$ cat config.mk
export PLATFORM = sky130hd
export DESIGN_NAME = rr_arbiter4_ctrl
export DESIGN_NICKNAME = d
export VERILOG_FILES = /design/src/rtl/rr_arbiter4_ctrl.sv
export SDC_FILE = /design/constraint.sdc
export NUM_CORES = 1
export LEC_CHECK = 0
export CAP_MARGIN = 20
export CORE_ASPECT_RATIO = 1.25
export CORE_MARGIN = 8
export CORE_UTILIZATION = 53
export CTS_CLUSTER_SIZE = 30
export DETAILED_ROUTE_END_ITERATION = 16
export GPL_ROUTABILITY_DRIVEN = 0
export PLACE_DENSITY_LB_ADDON = 0.08
export SYNTH_ARGS = -nofsm -noshare
export SYNTH_HDL_FRONTEND = slang
export SYNTH_SLANG_ARGS = --single-unit
$ cat constraint.sdc
create_clock -name clk -period 2.5 [get_ports clk]
set_input_delay 0.375 -clock clk [delete_from_list [all_inputs] [get_ports clk]]
set_output_delay 0.375 -clock clk [all_outputs]
set_load 0.05 [all_outputs]
$ cat src/rtl/rr_arbiter4_ctrl.sv
// Four-requester round-robin arbiter with a bounded hold time per grant.
// Winner is kept as a 2-bit index; the one-hot grant is its registered decode.
module rr_arbiter4_ctrl #(
    parameter int unsigned MAX_HOLD = 4,
    parameter int unsigned CW       = 8
) (
    input  logic       clk,
    input  logic       rst,
    input  logic [3:0] req,
    output logic [3:0] gnt,
    output logic [1:0] gnt_id,
    output logic       gnt_valid
);

    typedef enum logic [0:0] {
        StIdle,
        StGrant
    } state_e;

    localparam logic [CW-1:0] MaxHoldC = CW'(MAX_HOLD);
    localparam logic [CW-1:0] OneC     = CW'(1);

    state_e        r_state;
    state_e        w_state_nxt;
    logic [1:0]    r_ptr;
    logic [1:0]    w_ptr_nxt;
    logic [CW-1:0] r_hold_cnt;
    logic [CW-1:0] w_hold_cnt_nxt;
    logic [1:0]    r_gnt_id;
    logic [1:0]    w_gnt_id_nxt;
    logic          r_gnt_valid;
    logic          w_gnt_valid_nxt;
    logic [3:0]    r_gnt;
    logic [3:0]    w_gnt_nxt;

    // Search start: the stored pointer when idle; one past the grantee while granting,
    // which is exactly the pointer value that a release or timeout would install.
    logic [1:0]    w_search_base;
    logic          w_found;
    logic [1:0]    w_winner;

    assign w_search_base = (r_state == StGrant) ? (r_gnt_id + 2'd1) : r_ptr;

    always_comb begin
        logic [1:0] w_idx;
        w_found  = 1'b0;
        w_winner = w_search_base;
        w_idx    = w_search_base;
        for (int k = 0; k < 4; k++) begin
            w_idx = w_search_base + 2'(k);
            if (!w_found && req[w_idx]) begin
                w_found  = 1'b1;
                w_winner = w_idx;
            end
        end
    end

    always_comb begin
        w_state_nxt     = r_state;
        w_ptr_nxt       = r_ptr;
        w_hold_cnt_nxt  = r_hold_cnt;
        w_gnt_id_nxt    = r_gnt_id;
        w_gnt_valid_nxt = r_gnt_valid;

        unique case (r_state)
            StIdle: begin
                if (w_found) begin
                    w_state_nxt     = StGrant;
                    w_gnt_id_nxt    = w_winner;
                    w_gnt_valid_nxt = 1'b1;
                    w_hold_cnt_nxt  = OneC;
                end
            end
            StGrant: begin
                if (!req[r_gnt_id]) begin
                    w_ptr_nxt = r_gnt_id + 2'd1;
                    if (w_found) begin
                        w_gnt_id_nxt   = w_winner;
                        w_hold_cnt_nxt = OneC;
                    end else begin
                        w_state_nxt     = StIdle;
                        w_gnt_valid_nxt = 1'b0;
                        w_hold_cnt_nxt  = '0;
                    end
                end else if (r_hold_cnt == MaxHoldC) begin
                    // The grantee still requests, so the search always finds someone;
                    // it is reached last and so re-granted only when nobody else waits.
                    w_ptr_nxt      = r_gnt_id + 2'd1;
                    w_gnt_id_nxt   = w_winner;
                    w_hold_cnt_nxt = OneC;
                end else begin
                    w_hold_cnt_nxt = r_hold_cnt + OneC;
                end
            end
            default: begin
                w_state_nxt     = StIdle;
                w_gnt_valid_nxt = 1'b0;
                w_hold_cnt_nxt  = '0;
            end
        endcase

        w_gnt_nxt = w_gnt_valid_nxt ? (4'b0001 << w_gnt_id_nxt) : 4'b0000;
    end

    always_ff @(posedge clk) begin
        if (rst) begin
            r_state     <= StIdle;
            r_ptr       <= 2'd0;
            r_hold_cnt  <= '0;
            r_gnt_id    <= 2'd0;
            r_gnt_valid <= 1'b0;
            r_gnt       <= 4'b0000;
        end else begin
            r_state     <= w_state_nxt;
            r_ptr       <= w_ptr_nxt;
            r_hold_cnt  <= w_hold_cnt_nxt;
            r_gnt_id    <= w_gnt_id_nxt;
            r_gnt_valid <= w_gnt_valid_nxt;
            r_gnt       <= w_gnt_nxt;
        end
    end

    assign gnt       = r_gnt;
    assign gnt_id    = r_gnt_id;
    assign gnt_valid = r_gnt_valid;

endmodule

Fig. 1: cells coloured by class
Scale bar: 20 um. Fill, decap, tap and diode cells in grey.
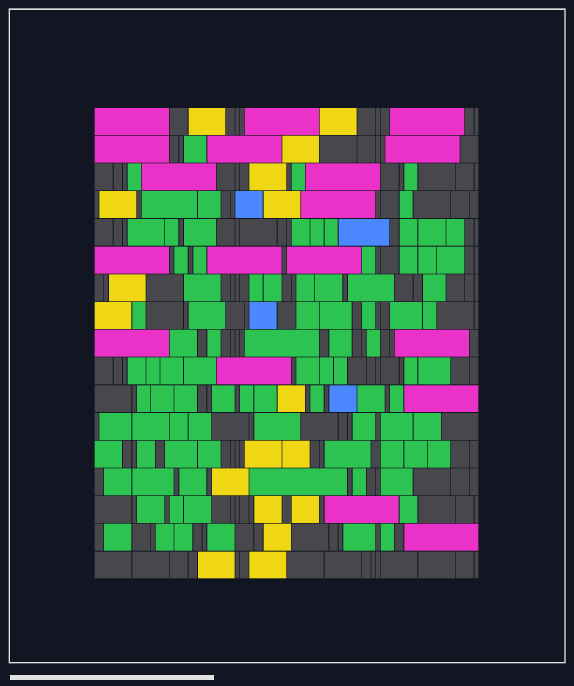
colour	class	cells
magenta	registers	18
blue	clock drivers and dummy loads	4
yellow	remaining buffers and delay cells	17
green	remaining logic cells	91

Fig. 2: supply network
Pins as bars on the die edge. Tap cells in grey.
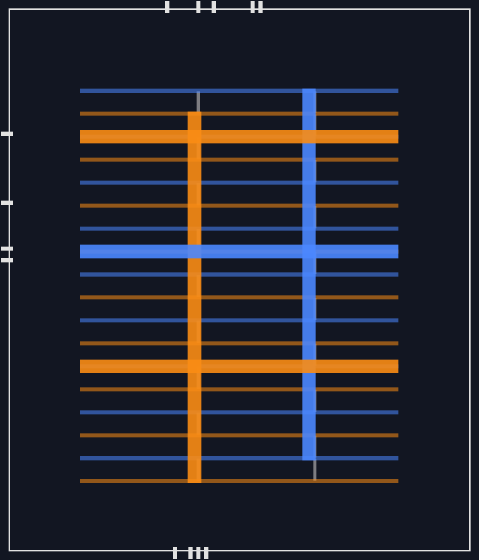
colour	net
orange	VSS
blue	VDD
met4 straps	2
met5 straps	3
signal pins	13
tap cells	19

==> out/results.tsv <==
metric	value	unit
status	completed	
cts_root_buf	clkbuf_4	
endpoint	gnt[2]$_SDFF_PP0_	
cts_resized	0	
comb-cell-share	0.4968	
logic_gates	86	
skew	0.009975	ns
pin_count	13	
design_area	1186	um^2
antenna_left	0	
die_h	63.98	um
pre_cts_ws	0.06147	ns
mux_area_frac	0.05769	
crit_chain	mux4_1 -> a21boi_1 -> and2_4 -> nor2_8 -> mux2i_1 -> and3b_1	
drc	0	
max_stage_delay	0.57	ns
swShare	0.3244	
critPathKind	reg -> reg	
worstPathArrival	2.38	ns
top_cells_by_area	dfxtp_1 (37%), nor2_1 (6.9%), a21oi_1 (4.6%), mux2i_1 (3.1%), nor3b_1 (3.1%)	
vias_per_cell	5.705	
seq_share	0.3038	
routedWlPerCell	14.40	um
synthDistinctLibCells	41	
coreArea	1744	um^2
power-top-group	registers	
n_fill_cell	161	
grt_util_met2	0.2328	
maxCapViolCount	0	
synthAdderAreaFrac	0.03590	
wl	2.145	mm
rows	17	
postCtsSetupRepairBufs	0	
drive_gt1_frac	0.1154	
nNetsFinal	139	
cts_hold_buf	0	
route.met3.wl	50	um
worst_r2r_path_depth	6	
rsz0062_at_grt	false	
hold_path_depth	1	
grt_pass1_wl	3.719	mm
synthToLayoutAreaGrowth	21.54	%
start_kind	flop	
cts_sinks	18	
r2r-start	gnt_id[1]$_SDFF_PP0_	
io_buffers	12	
inv_count	5	
post-route-period-util	0.8562	
ys_area	975.9	um^2
hp-class	reg -> reg	
clkCellAreaFrac	0.03059	
power_frac_comb	0.282	
yosys_warnings	0	
finalCriticalPeriod	2.141	ns
min_from	r_hold_cnt[3]$_SDFFE_PP0P_	
regArea	360.3	um^2
ys_sh_aoi	0.1782	
No activity file was given, so power comes from the tool's default toggle rates.
